### config.mk
export PLATFORM = sky130hd
export DESIGN_NAME = sumsub_dr_ctrl
export DESIGN_NICKNAME = d
export VERILOG_FILES = /design/src/rtl/sumsub_dr_pkg.sv /design/src/rtl/sumsub_dr_ctrl_sync_cmp.sv /design/src/rtl/sumsub_dr_ctrl.sv
export SDC_FILE = /design/constraint.sdc
export NUM_CORES = 1
export LEC_CHECK = 0
export CAP_MARGIN = 20
export CELL_PAD_IN_SITES_DETAIL_PLACEMENT = 0
export CELL_PAD_IN_SITES_GLOBAL_PLACEMENT = 2
export CORE_MARGIN = 2
export CORE_UTILIZATION = 34
export DETAILED_ROUTE_END_ITERATION = 8
export PLACE_DENSITY_LB_ADDON = 0.1
export SETUP_SLACK_MARGIN = 0.15
export SLEW_MARGIN = 20
export SYNTH_ARGS = -nofsm -noshare
export SYNTH_HDL_FRONTEND = slang
export SYNTH_SLANG_ARGS = --single-unit
### constraint.sdc
create_clock -name clk -period 2.6 [get_ports clk]
set_input_delay 0.26 -clock clk [delete_from_list [all_inputs] [get_ports clk]]
set_output_delay 0.26 -clock clk [all_outputs]
set_load 0.02 [all_outputs]
### src/rtl/sumsub_dr_pkg.sv
// Shared types and dual-rail helpers for the SumSub dual-rail front/back end.
package sumsub_dr_pkg;

  typedef enum logic [1:0] {
    IDLE = 2'd0,
    DATA = 2'd1,
    HOLD = 2'd2,
    NUL  = 2'd3
  } state_t;

  localparam int TO_W = 8;
  localparam logic [1:0] DR_NULL = 2'b00;

  // {t,f} for one bit; NULL is both rails low
  function automatic logic [1:0] dr_enc(input logic x);
    return {x, ~x};
  endfunction

  function automatic logic dr_dec(input logic t, input logic f);
    return t & ~f;
  endfunction

endpackage

### src/rtl/sumsub_dr_ctrl_sync_cmp.sv
// Synchronizes the asynchronous dual-rail result rails and classifies the
// synced word as COMPLETE, EMPTY or ILLEGAL.
module dr_sync_cmp
  import sumsub_dr_pkg::*;
#(
  parameter int N           = 11,
  parameter int SYNC_STAGES = 2
) (
  input  logic         clk,
  input  logic         rst_n,
  input  logic [N-1:0] i_t,
  input  logic [N-1:0] i_f,
  output logic [N-1:0] o_t,
  output logic [N-1:0] o_f,
  output logic         o_complete,
  output logic         o_empty,
  output logic         o_illegal
);

  logic [N-1:0] r_t [SYNC_STAGES];
  logic [N-1:0] r_f [SYNC_STAGES];
  logic [N-1:0] r_prev_t;
  logic [N-1:0] r_prev_f;
  logic [N-1:0] w_t;
  logic [N-1:0] w_f;

  always_ff @(posedge clk or negedge rst_n) begin
    if (!rst_n) begin
      for (int s = 0; s < SYNC_STAGES; s++) begin
        r_t[s] <= '0;
        r_f[s] <= '0;
      end
      r_prev_t <= '0;
      r_prev_f <= '0;
    end else begin
      r_t[0] <= i_t;
      r_f[0] <= i_f;
      for (int s = 1; s < SYNC_STAGES; s++) begin
        r_t[s] <= r_t[s-1];
        r_f[s] <= r_f[s-1];
      end
      r_prev_t <= w_t;
      r_prev_f <= w_f;
    end
  end

  assign w_t = r_t[SYNC_STAGES-1];
  assign w_f = r_f[SYNC_STAGES-1];

  // a word seen fully valid and unchanged over two samples cannot still be settling
  assign o_complete = (&(w_t ^ w_f)) && (w_t == r_prev_t) && (w_f == r_prev_f);
  assign o_empty    = ~|(w_t | w_f);
  assign o_illegal  = |(w_t & w_f);
  assign o_t        = w_t;
  assign o_f        = w_f;

endmodule

### src/rtl/sumsub_dr_ctrl.sv
// Clocked front/back end for the clockless dual-rail SumSub datapath:
// encodes operands onto RTZ dual-rail, waits for completion, decodes the result.
module sumsub_dr_ctrl
  import sumsub_dr_pkg::*;
#(
  parameter int WIDTH       = 10,
  parameter int SYNC_STAGES = 2,
  parameter int TIMEOUT     = 255
) (
  input  logic             clk,
  input  logic             rst_n,
  input  logic             in_valid,
  output logic             in_ready,
  input  logic [WIDTH-1:0] in_a,
  input  logic [WIDTH-1:0] in_b,
  input  logic             in_op,
  input  logic             in_cin,
  output logic [WIDTH-1:0] dr_a_t,
  output logic [WIDTH-1:0] dr_a_f,
  output logic [WIDTH-1:0] dr_b_t,
  output logic [WIDTH-1:0] dr_b_f,
  output logic             dr_op_t,
  output logic             dr_op_f,
  output logic             dr_cin_t,
  output logic             dr_cin_f,
  input  logic [WIDTH-1:0] dr_res_t,
  input  logic [WIDTH-1:0] dr_res_f,
  input  logic             dr_cout_t,
  input  logic             dr_cout_f,
  output logic             out_valid,
  input  logic             out_ready,
  output logic [WIDTH-1:0] out_res,
  output logic             out_cout,
  output logic             out_err
);

  localparam logic [TO_W-1:0] TO_VAL = TO_W'(TIMEOUT);

  state_t           r_state;
  logic             r_in_ready;
  logic             r_out_valid;
  logic [WIDTH-1:0] r_out_res;
  logic             r_out_cout;
  logic             r_out_err;
  logic             r_sticky_err;
  logic [TO_W-1:0]  r_cnt;
  logic [WIDTH-1:0] r_a_t, r_a_f, r_b_t, r_b_f;
  logic             r_op_t, r_op_f, r_cin_t, r_cin_f;

  logic [WIDTH:0]   w_sync_t;
  logic [WIDTH:0]   w_sync_f;
  logic [WIDTH:0]   w_dec;
  logic             w_complete;
  logic             w_empty;
  logic             w_illegal;

  dr_sync_cmp #(
    .N           (WIDTH + 1),
    .SYNC_STAGES (SYNC_STAGES)
  ) u_sync_cmp (
    .clk        (clk),
    .rst_n      (rst_n),
    .i_t        ({dr_cout_t, dr_res_t}),
    .i_f        ({dr_cout_f, dr_res_f}),
    .o_t        (w_sync_t),
    .o_f        (w_sync_f),
    .o_complete (w_complete),
    .o_empty    (w_empty),
    .o_illegal  (w_illegal)
  );

  always_comb begin
    w_dec = '0;
    for (int i = 0; i < WIDTH + 1; i++) w_dec[i] = dr_dec(w_sync_t[i], w_sync_f[i]);
  end

  always_ff @(posedge clk or negedge rst_n) begin
    if (!rst_n) begin
      r_state      <= IDLE;
      r_in_ready   <= 1'b1;
      r_out_valid  <= 1'b0;
      r_out_res    <= '0;
      r_out_cout   <= 1'b0;
      r_out_err    <= 1'b0;
      r_sticky_err <= 1'b0;
      r_cnt        <= '0;
      r_a_t        <= '0;
      r_a_f        <= '0;
      r_b_t        <= '0;
      r_b_f        <= '0;
      {r_op_t, r_op_f}   <= DR_NULL;
      {r_cin_t, r_cin_f} <= DR_NULL;
    end else begin
      case (r_state)
        IDLE: begin
          if (in_valid) begin
            for (int i = 0; i < WIDTH; i++) begin
              {r_a_t[i], r_a_f[i]} <= dr_enc(in_a[i]);
              {r_b_t[i], r_b_f[i]} <= dr_enc(in_b[i]);
            end
            {r_op_t, r_op_f}   <= dr_enc(in_op);
            {r_cin_t, r_cin_f} <= dr_enc(in_cin);
            r_cnt      <= '0;
            r_in_ready <= 1'b0;
            r_state    <= DATA;
          end
        end
        DATA: begin
          if (w_complete) begin
            r_out_res    <= w_dec[WIDTH-1:0];
            r_out_cout   <= w_dec[WIDTH];
            r_out_err    <= r_sticky_err;
            r_sticky_err <= 1'b0;
            r_out_valid  <= 1'b1;
            r_state      <= HOLD;
          end else if (w_illegal || (r_cnt == TO_VAL)) begin
            r_out_res    <= '0;
            r_out_cout   <= 1'b0;
            r_out_err    <= 1'b1;
            r_sticky_err <= 1'b0;
            r_out_valid  <= 1'b1;
            r_state      <= HOLD;
          end else begin
            r_cnt <= r_cnt + 1'b1;
          end
        end
        HOLD: begin
          if (out_ready) begin
            r_a_t       <= '0;
            r_a_f       <= '0;
            r_b_t       <= '0;
            r_b_f       <= '0;
            {r_op_t, r_op_f}   <= DR_NULL;
            {r_cin_t, r_cin_f} <= DR_NULL;
            r_out_valid <= 1'b0;
            r_cnt       <= '0;
            r_state     <= NUL;
          end
        end
        NUL: begin
          if (w_empty) begin
            r_in_ready <= 1'b1;
            r_state    <= IDLE;
          end else if (r_cnt == TO_VAL) begin
            // datapath never returned to NULL; flag it on the next result beat
            r_sticky_err <= 1'b1;
            r_in_ready   <= 1'b1;
            r_state      <= IDLE;
          end else begin
            r_cnt <= r_cnt + 1'b1;
          end
        end
        default: begin
          r_in_ready <= 1'b1;
          r_state    <= IDLE;
        end
      endcase
    end
  end

  assign in_ready  = r_in_ready;
  assign out_valid = r_out_valid;
  assign out_res   = r_out_res;
  assign out_cout  = r_out_cout;
  assign out_err   = r_out_err;
  assign dr_a_t    = r_a_t;
  assign dr_a_f    = r_a_f;
  assign dr_b_t    = r_b_t;
  assign dr_b_f    = r_b_f;
  assign dr_op_t   = r_op_t;
  assign dr_op_f   = r_op_f;
  assign dr_cin_t  = r_cin_t;
  assign dr_cin_f  = r_cin_f;

endmodule

### Track usage over the die

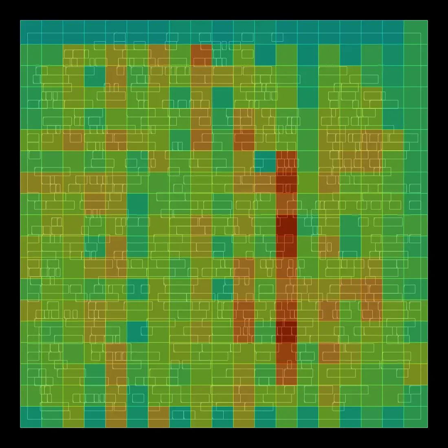
fraction of met2 tracks used by global routing: 21.76%
met1 Usage GRT: 18.38%
global-route layer with the greatest usage: met2
overall fraction of global-route tracks in use: 14.60%

### Gate-type map

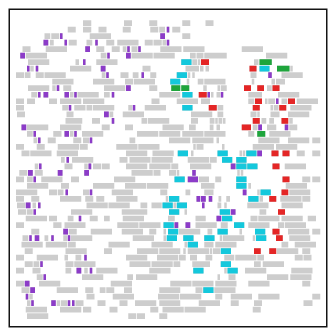
- non-inverting ao/oa cells: red (cells 25; most used a22o_1)
- mux cells: green (cells 5; where north-east)
- nand cells: purple (cells 85; most used nand2_1)
- fa/ha/maj cells: cyan (cells 39; most used ha_1)

==> Changelog: implementation <==
### Implementation results

* Fraction of power consumed by sequential logic at 35.0%
* Count of final setup violators at 0
* Run status: completed
* Startpoint of the most critical register-to-register path: u_sync_cmp.o_f[1]
* Cell area after technology mapping at 5565 sq um
* Number of maximum-capacitance constraint violations at 0
* Number of input and output port buffers inserted at 105
* Critical Path Sink Type: flip-flop
* Worst-case hold path end point: u_sync_cmp.r_t[21]
* Area of the synthesized netlist per yosys stat at 5565 sq um
* Distinct lib cells at 46
* Full die area at 17410 sq um
* Maximum number of pins on one net before global-route repair at 77
* Cell at the root of the clock tree: sky130_fd_sc_hd__clkbuf_16
* Diode insertion count for antenna repair at 0
* Most used standard cells in the synthesized netlist: 134 x sky130_fd_sc_hd__dfrtp_1, 48 x sky130_fd_sc_hd__nand2_1, 39 x sky130_fd_sc_hd__ha_1
* Average wire length per cell after detail routing at 14.84 um
* Main synth FF type: sky130_fd_sc_hd__dfrtp_1
* Combinational cell fraction of total power at 35.3%
* GRT Residual Overflow at 0
* Met2 Routed Length at 5.331 mm
* Max Buffers Root-to-Sink at 2
* Main area contributors: sky130_fd_sc_hd__dfrtp_1 60%, sky130_fd_sc_hd__ha_1 8.8%, sky130_fd_sc_hd__xor2_1 3.5%
* Die span in y at 131.9 um
* Power density of the placed cells at 1043 nW/um^2
* Critical Path Start: u_sync_cmp.o_f[1]
* Hold Path Class: input pin to flip-flop
* Top-Level Pins at 106
* Inverters, non-clock at 28
* Max-slew violation total from the final report at 0
* Clock transition at the registers of the reported paths at 0.06 ns
* Sequential cell area fraction in the yosys report at 60.72%
* Post-layout period usage at 88.65%
* Critical path depth in cells at 9
* Tally of OpenROAD warnings at 52
* IR Drop Worst-Case VDD at 0.4790 mV
* Max H-tree Level at 4
* Most area-hungry cell class in the final design: flip-flops and latches
* Number of enable-type register cells in the synthesized netlist at 0
* Layout non-clock buf frac at 15.60%
* Sum Neg Setup Slack at 0 ns
* Mapped Avg Cell Area at 12.34 sq um
* Max-slew headroom at the worst pin at 39.23%
* Post-synthesis cell count from yosys at 451
* End of the worst register-to-register path: r_state[1]
* Clock network fraction of design power at 29.7%
* TritonRoute pass-1 iters at 4
* Number of antenna violations at the first check in global routing at 0
* Crit path required time at 2.90 ns
* Layout buffer count excluding clock buffers at 119
* Number of nets in the layout at 657
* Hold Path Depth at 1
* Leakage component of the power at 3.374 nW
* Worst setup path end: r_state[1]
* Initial Util at 34.91%
* Switch Pwr at 2.758 mW
* Count of sequential standard cells at 135
* Highest routed layer: met4
* Combinational share of cell area at 26.70%
* Drt via density at 4.546
* Min Clock Period, post-route at 2.305 ns
* Register-to-Register Path Depth at 9
* Count of mapped cells out of synthesis at 451
* Flops after synth at 135
* Total vias in the final route at 3632
* Met3 routing resource usage after global routing at 6.920%
* Count of final hold-check violations at 0
* Post-synthesis to final-layout area growth at 35.05%
* Max Fclk at 0.4339 GHz
* Placed cell areas at 6887 sq um
* Wire length of the first global-routing pass at 19.77 mm
* Number of buffers created by CTS at 17
* Number of nets produced by synthesis at 538
* Via count of the first global-routing pass at 3762
* Arrival time of data at the critical path endpoint at 2.60 ns
* Worst path bufs/invs at 2
* Clock sinks at 135
* Count of clock-net buffers in the final layout at 18
* Clock-cell share of area at 7.741%
* Iter 0 DRT Violations at 134
* Standard cell core area at 15940 sq um
* Startpoint-to-endpoint class of the critical path: flip-flop to flip-flop
* Fraction of synthesis flops using an asynchronous set or reset pin at 100.0%
* Standard cell with the maximum stage delay on the critical path: sky130_fd_sc_hd__dfrtp_1
* Fill cell instance count of the final layout at 1479
* Switching power share of the total at 35.18%
* Startpoint Class: flip-flop
* Top-count cell post-synth: sky130_fd_sc_hd__dfrtp_1
* Number of warnings issued by yosys at 0
* Highest-count logic cell in the final layout: sky130_fd_sc_hd__dfrtp_1
* Combined area of the multi-input logic cells at 2007 sq um
* Most frequent logic cells in the routed design: 134 x sky130_fd_sc_hd__dfrtp_1, 104 x sky130_fd_sc_hd__clkdlybuf4s50_1, 48 x sky130_fd_sc_hd__nand2_1
* Wire length after detailed routing at 11.86 mm
* Post-route design area at 7516 sq um
* Routed length on met1 at 5.373 mm
* Share of cell area taken by flip-flops and latches at 44.96%
* CP top delay family: simple AND/OR/NAND/NOR gates
* Top cell area share at 60.25%
* Remaining DRCs at 0
* Logic Gate Count at 269
* Met3 wirelength from detailed routing at 977 um
* Share of layout cells above drive strength 1 at 10.98%
* Row Count at 46
* Cell chain of the critical path: inv_1, ha_1, nand3_1, nor4_2, nand4_1, o21ai_4, buf_4, o211a_1, mux2_2
* Cell Int Power at 5.082 mW
* Routability cong. at 0.7448
* Post-detailed-placement half-perimeter wirelength at 8.459 mm
* Width of the die at 131.9 um
* Tally of nets with antenna violations remaining after routing at 0
* Cell taking the most area after synthesis: sky130_fd_sc_hd__dfrtp_1
* Largest stage delay on the critical path at 0.40 ns
* Unrepaired setup endpoints after global routing: false
* Worst Max-Slew Pin Slew at 0.9081 ns
* Minimum hold slack at 0.2802 ns
* Sequential cell area at 3379 sq um
* Later-pin clock latency in the skew report at 0.42 ns
* Hold wc startpoint: dr_cout_t
* Setup Skew at 0.007777 ns
* TritonCTS clock tree: yes
* Worst-path fanout max at 4
* Tap Count at 216
* Slack of the worst reg-to-reg path at 0.30 ns
### M2 wires

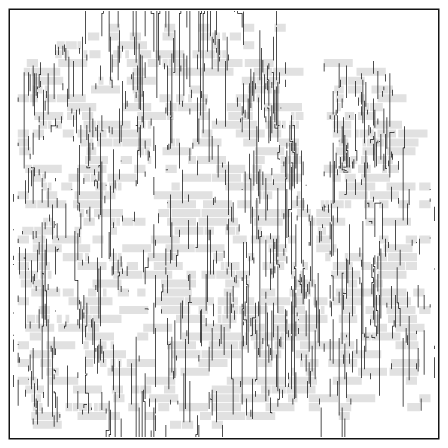
- main direction: vertical
- wire length on this layer: 5330 um
- nets with wire on the layer: 524
- share of all routed wire: 45%
- longest straight run: 37.7 um

### Routed clock nets over the placement

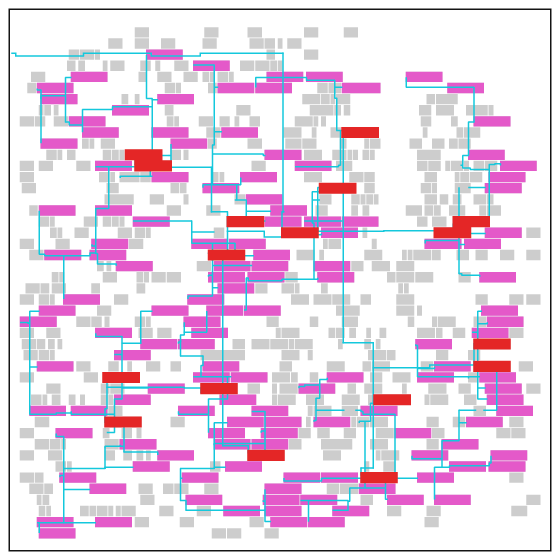
- flip-flops: magenta (count 135)
- clock-net drivers: red (count 17)
- clock wires: cyan (length 1710 um)
- flops lie: widely spread
- routed clock nets: 18

==> repair_timing <==
| action | in CTS | in global routing |
|---|---|---|
| hold buffers | 1 | 0 |
| buffers inserted | 0 | 4 |
| hold endpoints to repair | 72 | 0 |
| resized | 0 | 1 |
| endpoints found under the setup margin | 0 | 14 |
==> stage by stage <==
step | util, % | instances | worst slack, ns | power (mW)
detailed placement | 43.20 | 762 | 0.1591 | 5.572
CTS | 46.91 | 795 | 0.1557 | 7.955
finish | 47.14 | 799 | 0.2951 | 7.840
global placement | 43.20 | 762 | 0.2134 | 5.539
global route | 47.14 | 799 | 0.1571 | 8.351
floorplan | - | 451 | 0.5230 | 4.436
==> sequential cells by signal (all words and copies together), names as in the netlist, 2 cells and up <==
| register | cells |
|---|---|
| u_sync_cmp.o_f | 11 |
| u_sync_cmp.o_t | 11 |
| u_sync_cmp.r_f | 11 |
| u_sync_cmp.r_prev_f | 11 |
| u_sync_cmp.r_prev_t | 11 |
| u_sync_cmp.r_t | 11 |
| dr_a_f | 10 |
| dr_a_t | 10 |
| dr_b_f | 10 |
| dr_b_t | 10 |
| out_res | 10 |
| r_cnt | 8 |
| r_state | 2 |
==> power by group through the flow <==
stage          combinational [mW]  sequential, mW  clock [mW]
6_report                     2.77            2.74        2.33
4_1_cts                      2.81            2.75        2.40
3_5_place_dp                 2.80            2.78           0
2_1_floorplan                1.32            3.12           0
5_1_grt                      3.06            2.80        2.49
3_3_place_gp                 2.77            2.77           0
==> cell families (layout without fill, tap and decap cells) <==
family,Yosys count,count (layout),share of synthesized area [%]
flops,135,135,60.72
simple gates,119,119,11.56
compound gates,84,84,10.84
buf+inv,47,179,3.552
fa+ha+maj,39,39,8.768
xor+xnor,22,22,3.462
mux,5,5,1.102
Power is estimated from default activity; no workload was simulated.
